--- src/rtl/shf_ctrl_pkg.sv ---
// rtl/shf_ctrl_pkg.sv - opcode, shifter class and state definitions for the shifter controller
package shf_ctrl_pkg;

  localparam logic [2:0] OP_ASHIFT = 3'b000;
  localparam logic [2:0] OP_ROT    = 3'b001;
  localparam logic [2:0] OP_LEFTZ  = 3'b010;
  localparam logic [2:0] OP_LEFTO  = 3'b011;
  localparam logic [2:0] OP_NORM   = 3'b100;

  localparam logic [1:0] CLS_ASH = 2'b00;
  localparam logic [1:0] CLS_ROT = 2'b01;
  localparam logic [1:0] CLS_LZ  = 2'b10;
  localparam logic [1:0] CLS_LO  = 2'b11;

  localparam logic [4:0] NORM_ZERO_CNT = 5'd16;

  typedef enum logic [2:0] {
    IDLE,
    ISSUE,
    WAIT,
    ISSUE2,
    WAIT2,
    RESP
  } state_t;

  function automatic logic op_legal(input logic [2:0] op);
    return op <= OP_NORM;
  endfunction

  // NORM starts with a leading-zero count pass.
  function automatic logic [1:0] op_cls(input logic [2:0] op);
    return (op == OP_NORM) ? CLS_LZ : op[1:0];
  endfunction

endpackage

--- src/rtl/shf_rr_arb.sv ---
// rtl/shf_rr_arb.sv - two-way round-robin grant; priority flips only on an accepted grant
module shf_rr_arb (
  input  logic clk,
  input  logic reset,
  input  logic req0,
  input  logic req1,
  input  logic accept,
  output logic gnt0,
  output logic gnt1
);

  logic pref1;

  always_comb begin
    gnt0 = req0 && (!req1 || !pref1);
    gnt1 = req1 && (!req0 || pref1);
  end

  always_ff @(posedge clk or posedge reset) begin
    if (reset) begin
      pref1 <= 1'b0;
    end else if (accept) begin
      pref1 <= gnt0;
    end
  end

endmodule

--- src/rtl/shf_ctrl.sv ---
// rtl/shf_ctrl.sv - shares one shifter between two requesters, sequences single-pass ops and two-pass NORM
module shf_ctrl
  import shf_ctrl_pkg::*;
#(
  parameter int DATASIZE = 16
) (
  input  logic                clk,
  input  logic                reset,
  input  logic                r0_req_valid,
  output logic                r0_req_ready,
  input  logic [2:0]          r0_req_op,
  input  logic [DATASIZE-1:0] r0_req_x,
  input  logic [DATASIZE-1:0] r0_req_y,
  input  logic                r1_req_valid,
  output logic                r1_req_ready,
  input  logic [2:0]          r1_req_op,
  input  logic [DATASIZE-1:0] r1_req_x,
  input  logic [DATASIZE-1:0] r1_req_y,
  output logic                rsp_valid,
  input  logic                rsp_ready,
  output logic                rsp_id,
  output logic [DATASIZE-1:0] rsp_dt,
  output logic                rsp_sv,
  output logic                rsp_sz,
  output logic [4:0]          rsp_cnt,
  output logic                rsp_err,
  output logic                ctl_shf_en,
  output logic [1:0]          ctl_shf_cls,
  output logic [DATASIZE-1:0] ctl_dtx,
  output logic [DATASIZE-1:0] ctl_dty,
  input  logic [DATASIZE-1:0] shf_xb_dt,
  input  logic                shf_ps_sv,
  input  logic                shf_ps_sz
);

  state_t              state, state_n;
  logic [2:0]          op_q;
  logic                gnt0, gnt1, acc, in_idle;
  logic [2:0]          acc_op;
  logic [DATASIZE-1:0] acc_x, acc_y;
  logic [4:0]          norm_c;

  assign in_idle = (state == IDLE) && !reset;

  shf_rr_arb u_arb (
    .clk    (clk),
    .reset  (reset),
    .req0   (r0_req_valid && in_idle),
    .req1   (r1_req_valid && in_idle),
    .accept (acc),
    .gnt0   (gnt0),
    .gnt1   (gnt1)
  );

  assign r0_req_ready = gnt0;
  assign r1_req_ready = gnt1;
  assign acc          = gnt0 | gnt1;
  assign acc_op       = gnt1 ? r1_req_op : r0_req_op;
  assign acc_x        = gnt1 ? r1_req_x  : r0_req_x;
  assign acc_y        = gnt1 ? r1_req_y  : r0_req_y;
  assign norm_c       = shf_xb_dt[4:0];

  always_comb begin
    state_n = state;
    case (state)
      IDLE:    if (acc) state_n = op_legal(acc_op) ? ISSUE : RESP;
      ISSUE:   state_n = WAIT;
      WAIT:    state_n = (op_q == OP_NORM && norm_c != NORM_ZERO_CNT) ? ISSUE2 : RESP;
      ISSUE2:  state_n = WAIT2;
      WAIT2:   state_n = RESP;
      RESP:    if (rsp_ready) state_n = IDLE;
      default: state_n = IDLE;
    endcase
  end

  always_ff @(posedge clk or posedge reset) begin
    if (reset) begin
      state       <= IDLE;
      op_q        <= '0;
      rsp_valid   <= 1'b0;
      rsp_id      <= 1'b0;
      rsp_dt      <= '0;
      rsp_sv      <= 1'b0;
      rsp_sz      <= 1'b0;
      rsp_cnt     <= '0;
      rsp_err     <= 1'b0;
      ctl_shf_en  <= 1'b0;
      ctl_shf_cls <= '0;
      ctl_dtx     <= '0;
      ctl_dty     <= '0;
    end else begin
      state      <= state_n;
      ctl_shf_en <= (state_n == ISSUE) || (state_n == ISSUE2);
      case (state)
        IDLE: if (acc) begin
          op_q        <= acc_op;
          ctl_shf_cls <= op_cls(acc_op);
          ctl_dtx     <= acc_x;
          ctl_dty     <= acc_y;
          rsp_id      <= gnt1;
          rsp_err     <= !op_legal(acc_op);
          rsp_valid   <= !op_legal(acc_op);
          rsp_dt      <= '0;
          rsp_sv      <= 1'b0;
          rsp_sz      <= 1'b0;
          rsp_cnt     <= '0;
        end
        WAIT: begin
          if (op_q != OP_NORM) begin
            rsp_dt    <= shf_xb_dt;
            rsp_sv    <= shf_ps_sv;
            rsp_sz    <= shf_ps_sz;
            rsp_valid <= 1'b1;
          end else if (norm_c == NORM_ZERO_CNT) begin
            rsp_sz    <= 1'b1;
            rsp_cnt   <= NORM_ZERO_CNT;
            rsp_valid <= 1'b1;
          end else begin
            ctl_shf_cls <= CLS_ASH;
            ctl_dty     <= {{(DATASIZE-5){1'b0}}, norm_c};
          end
        end
        WAIT2: begin
          // ctl_dty still carries the leading-zero count from the second issue.
          rsp_dt    <= shf_xb_dt;
          rsp_sv    <= shf_ps_sv;
          rsp_sz    <= shf_ps_sz;
          rsp_cnt   <= ctl_dty[4:0];
          rsp_valid <= 1'b1;
        end
        RESP: if (rsp_ready) rsp_valid <= 1'b0;
        default: ;
      endcase
    end
  end

endmodule

--- config.mk ---
export PLATFORM = sky130hd
export DESIGN_NAME = shf_ctrl
export DESIGN_NICKNAME = d
export VERILOG_FILES = /design/src/rtl/shf_ctrl_pkg.sv /design/src/rtl/shf_rr_arb.sv /design/src/rtl/shf_ctrl.sv
export SDC_FILE = /design/constraint.sdc
export NUM_CORES = 1
export LEC_CHECK = 0
export ABC_AREA = 1
export CAP_MARGIN = 20
export CORE_MARGIN = 4
export CORE_UTILIZATION = 37
export CTS_CLUSTER_DIAMETER = 120
export DETAILED_ROUTE_END_ITERATION = 10
export GPL_TIMING_DRIVEN = 1
export PLACE_DENSITY = 0.86
export SLEW_MARGIN = 40
export SYNTH_ARGS = -nofsm -noshare
export SYNTH_HDL_FRONTEND = slang
export SYNTH_SLANG_ARGS = --single-unit
--- constraint.sdc ---
create_clock -name clk -period 3.4 [get_ports clk]
set_input_delay 0.68 -clock clk [delete_from_list [all_inputs] [get_ports clk]]
set_output_delay 0.68 -clock clk [all_outputs]
set_load 0.02 [all_outputs]
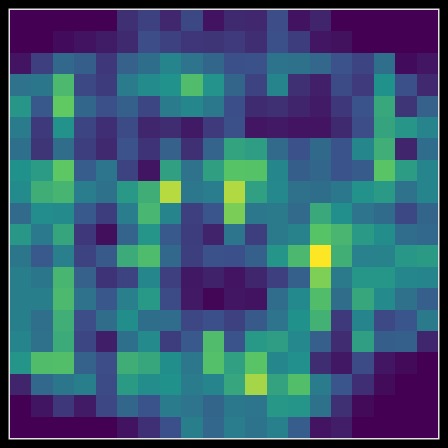
Figure 1: run 1, wire density map.
The die is cut into 20 by 20 equal tiles; dark purple is low, yellow is high, scaled to the fullest tile. Values are wire area over tile area, all layers added.
- tiles over half the peak: 20%
- nearly empty tiles: 8.3%
- densest ninth of the die: middle right
- emptiest ninth of the die: upper right
- fullest tile: 0.46
DRT Wirelength: 9269 microns
DR WL/cell: 14.07 microns
via count: 3182
total track usage: 0.1826

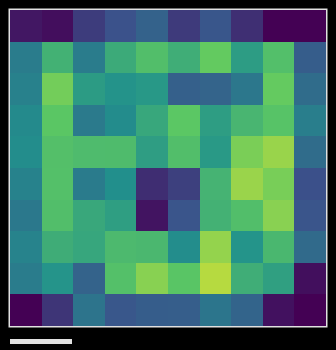
Figure 2: run 1, local utilization.
The bar under the picture is 20 microns long. The die is cut into 10 by 10 equal tiles; dark purple is low, yellow is high, 0 to 100% covered.
- nearly empty tiles: 4.0%
- tiles over 75% full: 11%
- fullest tile: 89%
- mean over tiles: 48%
- densest ninth of the die: middle right
final core occ: 0.6059
core area: 8341 sq um

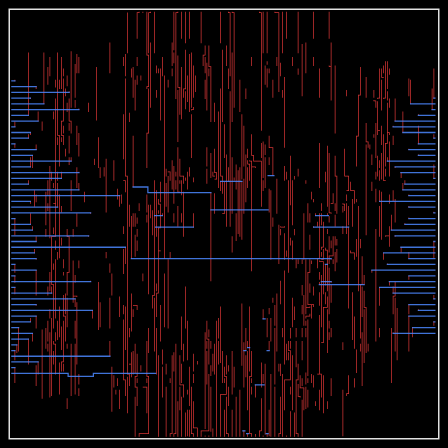
Figure 3: run 1, signal wires by layer.
Two of the layers only.
- met3: blue (wire length 843 microns)
- met2: red (wire length 4300 microns)

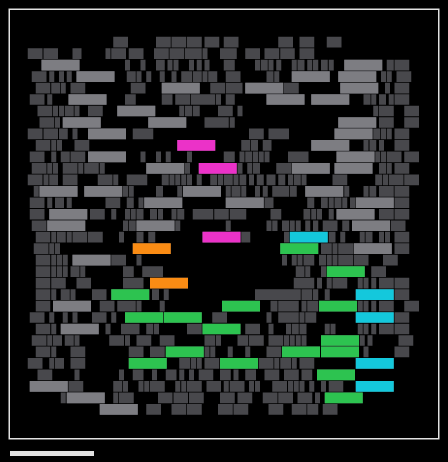
Figure 4: run 1, where the registers sit.
The bar under the picture is 20 microns long.
- ctl_shf_cls: orange (sequential cells 2)
- rsp_cnt: cyan (sequential cells 5)
- state: magenta (sequential cells 3)
- ctl_dty: green (sequential cells 16)
- not coloured: 42
FF/Latch Area: 1702 sq um
sequential group power: 1.42 mW
sequential share of cell area: 0.3367

==> impl_metrics.yaml, run 1 <==
# yosys + openroad results
place:
  hpwl_microns: 6914
  dpl-instance-area_sq_um: 4863
  place_congestion: 0.7823
  placedCellCount: 644
  pre_cts_ws_ns: 0.4762
logic_synthesis:
  ys_chip_area_sq_um: 3232
  top_cells_by_count: "147 x nand2_1, 68 x dfrtp_1, 48 x nor2_1"
  synthArstFlopShare: 1.000
  synth_cell_type_count: 25
  avgSynthCellArea_sq_um: 8.182
  ys_warn_count: 0
  synth-edff-count: 0
  top_cells_by_area: "dfrtp_1 53%, nand2_1 17%, nor2_1 5.6%"
  fp_nets: 488
  syn_area_sq_um: 3232
  syn_inst: 395
  synth_top_area_share: 0.5265
  yosysCellCount: 395
  synth_seq_share: 0.5265
pwr:
  pwr-share-clk: 0.147
  cellLeakagePower_nw: 2.275
  p_total_mw: 4.387
  swShare: 0.4203
  ir_drop_v: 0.0003929
  cellPowerDensity_nw_per_um2: 868.2
layout:
  logic_area_sq_um: 1351
  flops: 68
  diodes: 0
  final_cell_area_sq_um: 5054
  top_area_cell_class: "sequential cells"
  fin_cells: 659
  drive_gt1_frac: 0.07762
  area_delta_synth_final_pct: 56.37
sta:
  final.setup_skew_ns: 0.005615
  hold_slack_ns: 0.4819
  timing.fmax_mhz: 342.2
  finalCriticalPeriod_ns: 2.922
  maxSlewViolCount: 0
  setup_viol: 0
  setup_ws_ns: 0.4778
  period_used_share: 0.8595
  hold_viol_final: 0
die:
  die_w_microns: 101.5
  io_pins: 156
  tap_cells: 105
  floorplan.core_util: 0.3875
clocking:
  root_buffer: "clkbuf_8"
  insertion_delay_ns: 0.33
  htree_levels: 3
  post_cts_buffers: 0
  clk_pin_slew_ns: 0.07
  cts_buffers: 9
  cts_resized: 0
  clock-sinks: 68
  clock_path_buffers: 2
grt:
  grt_pass1_wl_microns: 14940
  grt_max_degree: 69
  grt_busiest_layer: "met2"
  grt_use_met2: 0.3038
drt:
  viasPerCell: 4.829
  wl_met2_microns: 4295
  top_layer_used: "met4"
  drt_first_pass_iters: 5
  drtIter0Drc: 119
  wl_met3_microns: 843
  wl_met1_microns: 4000
  drcViolationCount: 0
  antenna_left: 0
flow_run:
  max_cap_violations: 0
  warnings: 26
critical_path:
  path_class: "in -> out"
  arrival_ns: 2.24
  start_kind: "input pin"
  worstPathMaxFanout: 4
status:
  outcome: "complete, no violations"
worst_hold_path:
  hp-class: "reg -> reg"
-- run 1: cell usage in the layout, fill, tap and decap left out, drive strengths merged --
master,netlist,layout
dfrtp,68,68
o21ai,27,27
inv,20,19
clkinv,0,3
or2,1,1
o31ai,11,11
o211ai,5,5
nor2,52,52
buf,16,6
nand4,1,1
o21bai,1,1
a21oi,6,6
nand3,14,14
bufinv,0,1
nand2,155,155
a31oi,17,17
clkbuf,1,10
clkinvlp,0,2
clkdlybuf4s50,0,155
-- run 1: sequential cells by signal, summed over array words and instances, names as in the netlist, 2 cells and up --
register and count:
rsp_cnt 5, state 3, rsp_dt 16, op_q 3, ctl_dty 16, ctl_dtx 16, ctl_shf_cls 2
-- run 1: final timing paths --
kind,startpoint,end,slack [ns],depth (start not counted)
setup reg to reg,state[1],rsp_valid,1.42,9
setup / recovery,reset,r0_req_ready,0.48,5
hold / removal,rsp_id,rsp_id,0.48,2
max in group asynchronous,reset,rsp_dt[1],1.98,3
min in group asynchronous,reset,rsp_dt[11],0.99,3
hold reg to reg,rsp_id,rsp_id,0.48,2
-- run 1: power groups by stage --
stage               logic, mW  registers [mW]  clock network [mW]
floorplan               0.959            1.81                   0
global placement         2.30            1.40                   0
detailed placement       2.35            1.43                   0
CTS                      2.36            1.42               0.671
global route             2.55            1.47               0.696
finish                   2.33            1.42               0.644
-- run 1: kinds of logic (layout without fill, tap and decap cells) --
family / after synthesis / count (layout) / synth area share
compound gates: 67 / 67 / 0.1336
buf+inv: 37 / 196 / 0.05536
flops: 68 / 68 / 0.5265
simple gates: 223 / 223 / 0.2846
-- run 1: critical path, stage by stage --
cell and delay, ns:
clkdlybuf4s50_1 0.49, clkinvlp_4 0.13, nand3_2 0.15, nor2_1 0.16
clkdlybuf4s50_1 0.63
==> run 2, diff against run 1 <==
==> constraint.sdc (replaced) <==
create_clock -name clk -period 3.4 [get_ports clk]
set_input_delay 0.34 -clock clk [delete_from_list [all_inputs] [get_ports clk]]
set_output_delay 0.34 -clock clk [all_outputs]
set_load 0.02 [all_outputs]
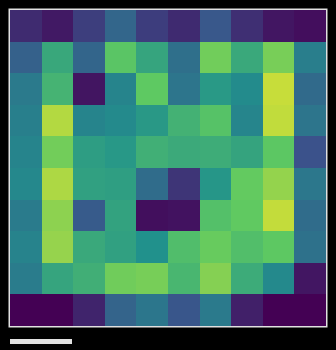
Figure 5: run 2, local utilization.
The bar under the picture is 20 microns long. The die is cut into 10 by 10 equal tiles; dark purple is low, yellow is high, 0 to 100% covered.
- nearly empty tiles: 4.0%
- mean over tiles: 48%
- fullest tile: 91%
Pre-Place Util: 0.3875
final core occ: 0.6044

==> impl_metrics.yaml, run 2 <==
# yosys + openroad results
place:
  place_congestion: 0.8680
  hpwl_microns: 6931
logic_synthesis:
  fp_nets: 488
  synth-compound-area-share: 0.1336
  synth-edff-count: 0
  simple_gate_share: 0.2846
  ys_warn_count: 0
  ys_sh_adder: 0
  ys_chip_area_sq_um: 3232
  yosysCellCount: 395
  top_cells_by_area: "dfrtp_1 53%, nand2_1 17%, nor2_1 5.6%"
  top_cells_by_count: "147 x nand2_1, 68 x dfrtp_1, 48 x nor2_1"
  logic_family: "simple AND/OR/NAND/NOR gates"
  synthArstFlopShare: 1.000
  most_common_cell: "nand2_1"
  syn_inst: 395
sta:
  tns_ns: 0
  hold_slack_ns: 0.4771
  timing.fmax_mhz: 445.9
  final.setup_skew_ns: 0.006299
  period_used_share: 0.6597
  hold_viol_final: 0
  finalCriticalPeriod_ns: 2.243
  maxSlewViolCount: 0
  setup_viol: 0
layout:
  reg.largest.list: "ctl_dtx (16), ctl_dty (16), rsp_dt (16)"
  regArea_sq_um: 1702
  flops: 68
  fin_nets: 642
  final_cell_mix: "155 x clkdlybuf4s50_1, 147 x nand2_1, 68 x dfrtp_1"
  logic_area_sq_um: 1351
  diodes: 0
  area_delta_synth_final_pct: 55.98
  seqAreaFraction: 0.3376
  drive_gt1_frac: 0.07220
critical_path:
  crit_chain: "nor2_4, nand3_2, nor2_1, clkdlybuf4s50_1"
  critPathSlowestCell: "clkdlybuf4s50_1"
  rrSetupSlack_ns: 1.48
  crit_path_max_incr_delay_ns: 0.64
  arrival_ns: 1.90
  worstPathMaxFanout: 5
  path_class: "reg -> out"
  start_kind: "flop"
die:
  io_pins: 156
  tap_cells: 105
  die_w_microns: 101.5
  core-area_sq_um: 8341
grt:
  grt_pass1_wl_microns: 14970
  grt_busiest_layer: "met2"
  track_usage: 0.1823
  grt_use_met2: 0.3043
  grt_max_degree: 69
status:
  outcome: "complete, no violations"
drt:
  drt_first_pass_iters: 4
  drtIter0Drc: 85
  drcViolationCount: 0
  antenna_left: 0
  avgRoutedWirePerCell_microns: 14.25
  wl_microns: 9388
  dr_total_vias: 3212
  viasPerCell: 4.874
clocking:
  cts_buffers: 9
  clock_path_buffers: 2
  post_cts_buffers: 0
  root_buffer: "clkbuf_8"
  clock-sinks: 68
  htree_levels: 3
  cts_resized: 0
  insertion_delay_ns: 0.33
pwr:
  cellPowerDensity_nw_per_um2: 862.4
  cellLeakagePower_nw: 2.272
  ir_drop_v: 0.0003561
flow_run:
  warnings: 26
  max_cap_violations: 0
worst_hold_path:
  hp-class: "reg -> reg"
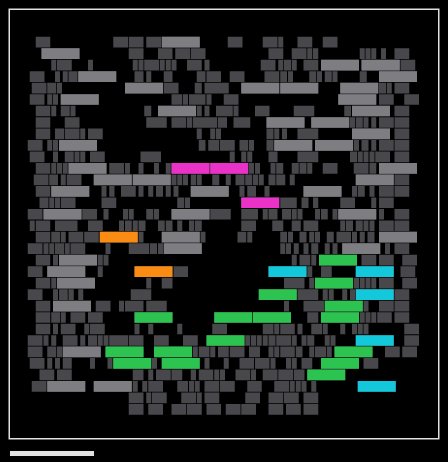
Figure 6: run 2, where the registers sit.
The bar under the picture is 20 microns long.
- rsp_cnt: cyan (sequential cells 5)
- state: magenta (sequential cells 3)
- ctl_dty: green (sequential cells 16)
- ctl_shf_cls: orange (sequential cells 2)
- not coloured: 42

[run 2: netlist changes by cell type in the layout (fill, tap and decap cells not counted), sizes merged]
cell,before,now
clkbuf,10,15
clkinvlp,2,0
bufinv,1,0
inv,19,20
clkinv,3,1
buf,6,5
[run 2: path summary, 6_finish.rpt]
| check | start | endpoint | cells after the start |
|---|---|---|---|
| worst max register to register | state[1] | rsp_dt[12] | 8 |
| worst min-delay path | rsp_cnt[0] | rsp_cnt[0] | 2 |
| max in group asynchronous | reset | rsp_dt[11] | 3 |
| min in group asynchronous | reset | u_arb.pref1 | 3 |
| worst max-delay path | state[1] | r0_req_ready | 4 |
| worst min register to register | rsp_cnt[0] | rsp_cnt[0] | 2 |
[run 2: layer usage]
| layer | wire length (microns) | vias up | share of wire |
|---|---|---|---|
| met5 | 0 | - | 0 |
| met4 | 139 | 0 | 0.015 |
| met3 | 1034 | 15 | 0.11 |
| met2 | 4430 | 134 | 0.47 |
| met1 | 3783 | 1483 | 0.40 |
| li1 | - | 1580 | - |
[run 2: worst max-delay path: cells and delay by family, from the launching register on]
kind                   cells  cell delay [ns]
flip-flops                 1             0.45
AND/OR/NAND/NOR            3             0.48
buffers and inverters      1             0.64
[run 2: metrics by stage]
stage | power, mW | setup slack [ns] | std cells | area [sq um] | utilization
floorplan | 2.768 | 0.4284 | 395 | 3232 | -
global placement | 3.685 | 1.080 | 642 | 4841 | 0.5804
detailed placement | 3.764 | 0.9038 | 642 | 4845 | 0.5809
CTS | 4.385 | 1.126 | 658 | 5026 | 0.6026
global route | 4.682 | 0.9968 | 659 | 5041 | 0.6044
finish | 4.348 | 1.157 | 659 | 5041 | 0.6044
[run 2: power by group]
group	internal, mW	switching [mW]	total (mW)
clock network	0.325	0.284	0.609
logic	1.01	1.32	2.33
registers	1.19	0.223	1.41
==> run 3, diff against run 2 <==
Settings changed: CORE_UTILIZATION 37 to 41, PLACE_DENSITY 0.86 to 0.9.
Clock period 3.4 ns to 2.1 ns, I/O delays scaled along.
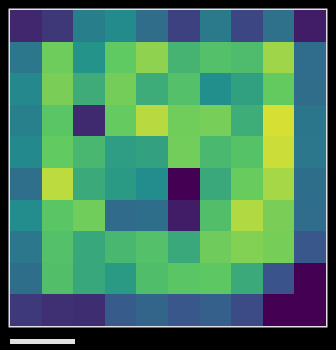
Figure 7: run 3, local utilization.
The bar under the picture is 20 microns long. The die is cut into 10 by 10 equal tiles; dark purple is low, yellow is high, 0 to 100% covered.
- tiles over 75% full: 24%
- fullest tile: 94%
- densest ninth of the die: middle right
- mean over tiles: 53%
- emptiest ninth of the die: lower right
final core occ: 0.6611
core area: 7687 sq um
Pre-Place Util: 0.4204

==> impl_metrics.yaml, run 3 <==
# yosys + openroad results
status:
  outcome: "complete, no violations"
pwr:
  p_total_mw: 7.066
  ir_drop_v: 0.0006083
  power-top-group: "combinational logic"
  cellLeakagePower_nw: 2.319
  combPwrFrac: 0.550
  cellPowerDensity_nw_per_um2: 1390
  p_switching_mw: 2.959
  intPower_mw: 4.106
  pwr-share-seq: 0.322
  pwr-share-clk: 0.128
  combinationalPower_mw: 3.88
  swShare: 0.4188
drt:
  drt_first_pass_iters: 5
  antenna_left: 0
  viasPerCell: 4.952
  drtIter0Drc: 121
  wl_microns: 9104
  avgRoutedWirePerCell_microns: 13.79
  dr_total_vias: 3268
layout:
  final_cell_mix: "153 x clkdlybuf4s50_1, 147 x nand2_1, 68 x dfrtp_1"
  seqAreaFraction: 0.3348
  flops: 68
  diodes: 0
  fin_nets: 646
  reg.largest.list: "ctl_dtx (16), ctl_dty (16), rsp_dt (16)"
  fin_cells: 660
  logic_area_sq_um: 1359
  drive_gt1_frac: 0.07706
  area_delta_synth_final_pct: 57.26
logic_synthesis:
  top_cells_by_area: "dfrtp_1 53%, nand2_1 17%, nor2_1 5.6%"
  ys_warn_count: 0
  ys_sh_adder: 0
  ys_chip_area_sq_um: 3232
  logic_family: "simple AND/OR/NAND/NOR gates"
  simple_gate_share: 0.2846
  synthArstFlopShare: 1.000
  syn_inst: 395
  fp_nets: 488
  synth-compound-area-share: 0.1336
place:
  pre_cts_ws_ns: 0.04291
  placedCellCount: 644
  hpwl_microns: 7027
clocking:
  root_buffer: "clkbuf_8"
  post_cts_buffers: 0
  insertion_delay_ns: 0.33
critical_path:
  r2r-start: "state[1]"
  critPathSlowestCell: "dfrtp_1"
  crit_path_max_incr_delay_ns: 0.45
  start_kind: "flop"
  arrival_ns: 1.98
  path_class: "reg -> reg"
  worstPathMaxFanout: 25
  startpoint: "state[1]"
flow_run:
  warnings: 26
sta:
  hold_viol_final: 0
  tns_ns: 0
  period_used_share: 0.8426
  timing.fmax_mhz: 565.1
  setup_viol: 0
grt:
  grt_use_met2: 0.3392
  track_usage: 0.1990
  grt_busiest_layer: "met2"
  grt_pass1_wl_microns: 15370
die:
  tap_cells: 102
  die_w_microns: 96.79
worst_hold_path:
  min_from: "r0_req_x[5]"
  hp-class: "in -> reg"
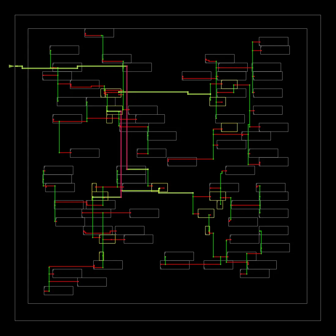
Figure 8: run 3, the clock network.
clk_skew: 0.008783 ns
CTS Sinks: 68
P_clk: 0.906 mW

run 3: worst reg2reg max path: stages, from the launching register on:
cell	delay (ns)
dfrtp_1	0.45
nor2_4	0.19
nand3_4	0.13
nor2_4	0.13
buf_4	0.29
nand2_1	0.10
nand2_1	0.12
nand2_1	0.09
nand2_1	0.09
a21oi_1	0.07
run 3: metal layers:
| layer | share of wire | wire length, microns |
|---|---|---|
| met2 | 0.49 | 4443 |
| met3 | 0.086 | 783 |
| met1 | 0.41 | 3719 |
| met4 | 0.017 | 157 |
| met5 | 0 | 0 |
run 3: cells by family after synthesis:
kind of cell | count (synthesis)
buffers and inverters | 37
flip-flops | 68
AND-OR/OR-AND | 67
AND/OR/NAND/NOR | 223
run 3: per-stage QoR:
step | utilization | hold WS [ns]
3_3_place_gp | 0.6388 | 0.4531
6_report | 0.6611 | 0.4350
3_5_place_dp | 0.6393 | 0.4581
2_1_floorplan | - | 0.3549
5_1_grt | 0.6611 | 0.4353
4_1_cts | 0.6605 | 0.4211
run 3: repair_timing:
| action | 4_1_cts | 5_1_grt |
|---|---|---|
| endpoints found under the setup margin | 0 | 2 |
| hold endpoints to repair | 0 | 0 |
| resized | 0 | 2 |
run 3: path summary, 6_finish.rpt:
kind	end	slack, ns	depth (start not counted)
hold reg to reg	rsp_cnt[3]	0.47	2
max in group asynchronous	ctl_dty[2]	1.14	3
setup / recovery	rsp_valid	0.33	9
hold / removal	ctl_dtx[5]	0.44	3
min in group asynchronous	rsp_dt[4]	0.55	3
setup reg to reg	rsp_valid	0.33	9
Power and IR drop assume default switching activity.
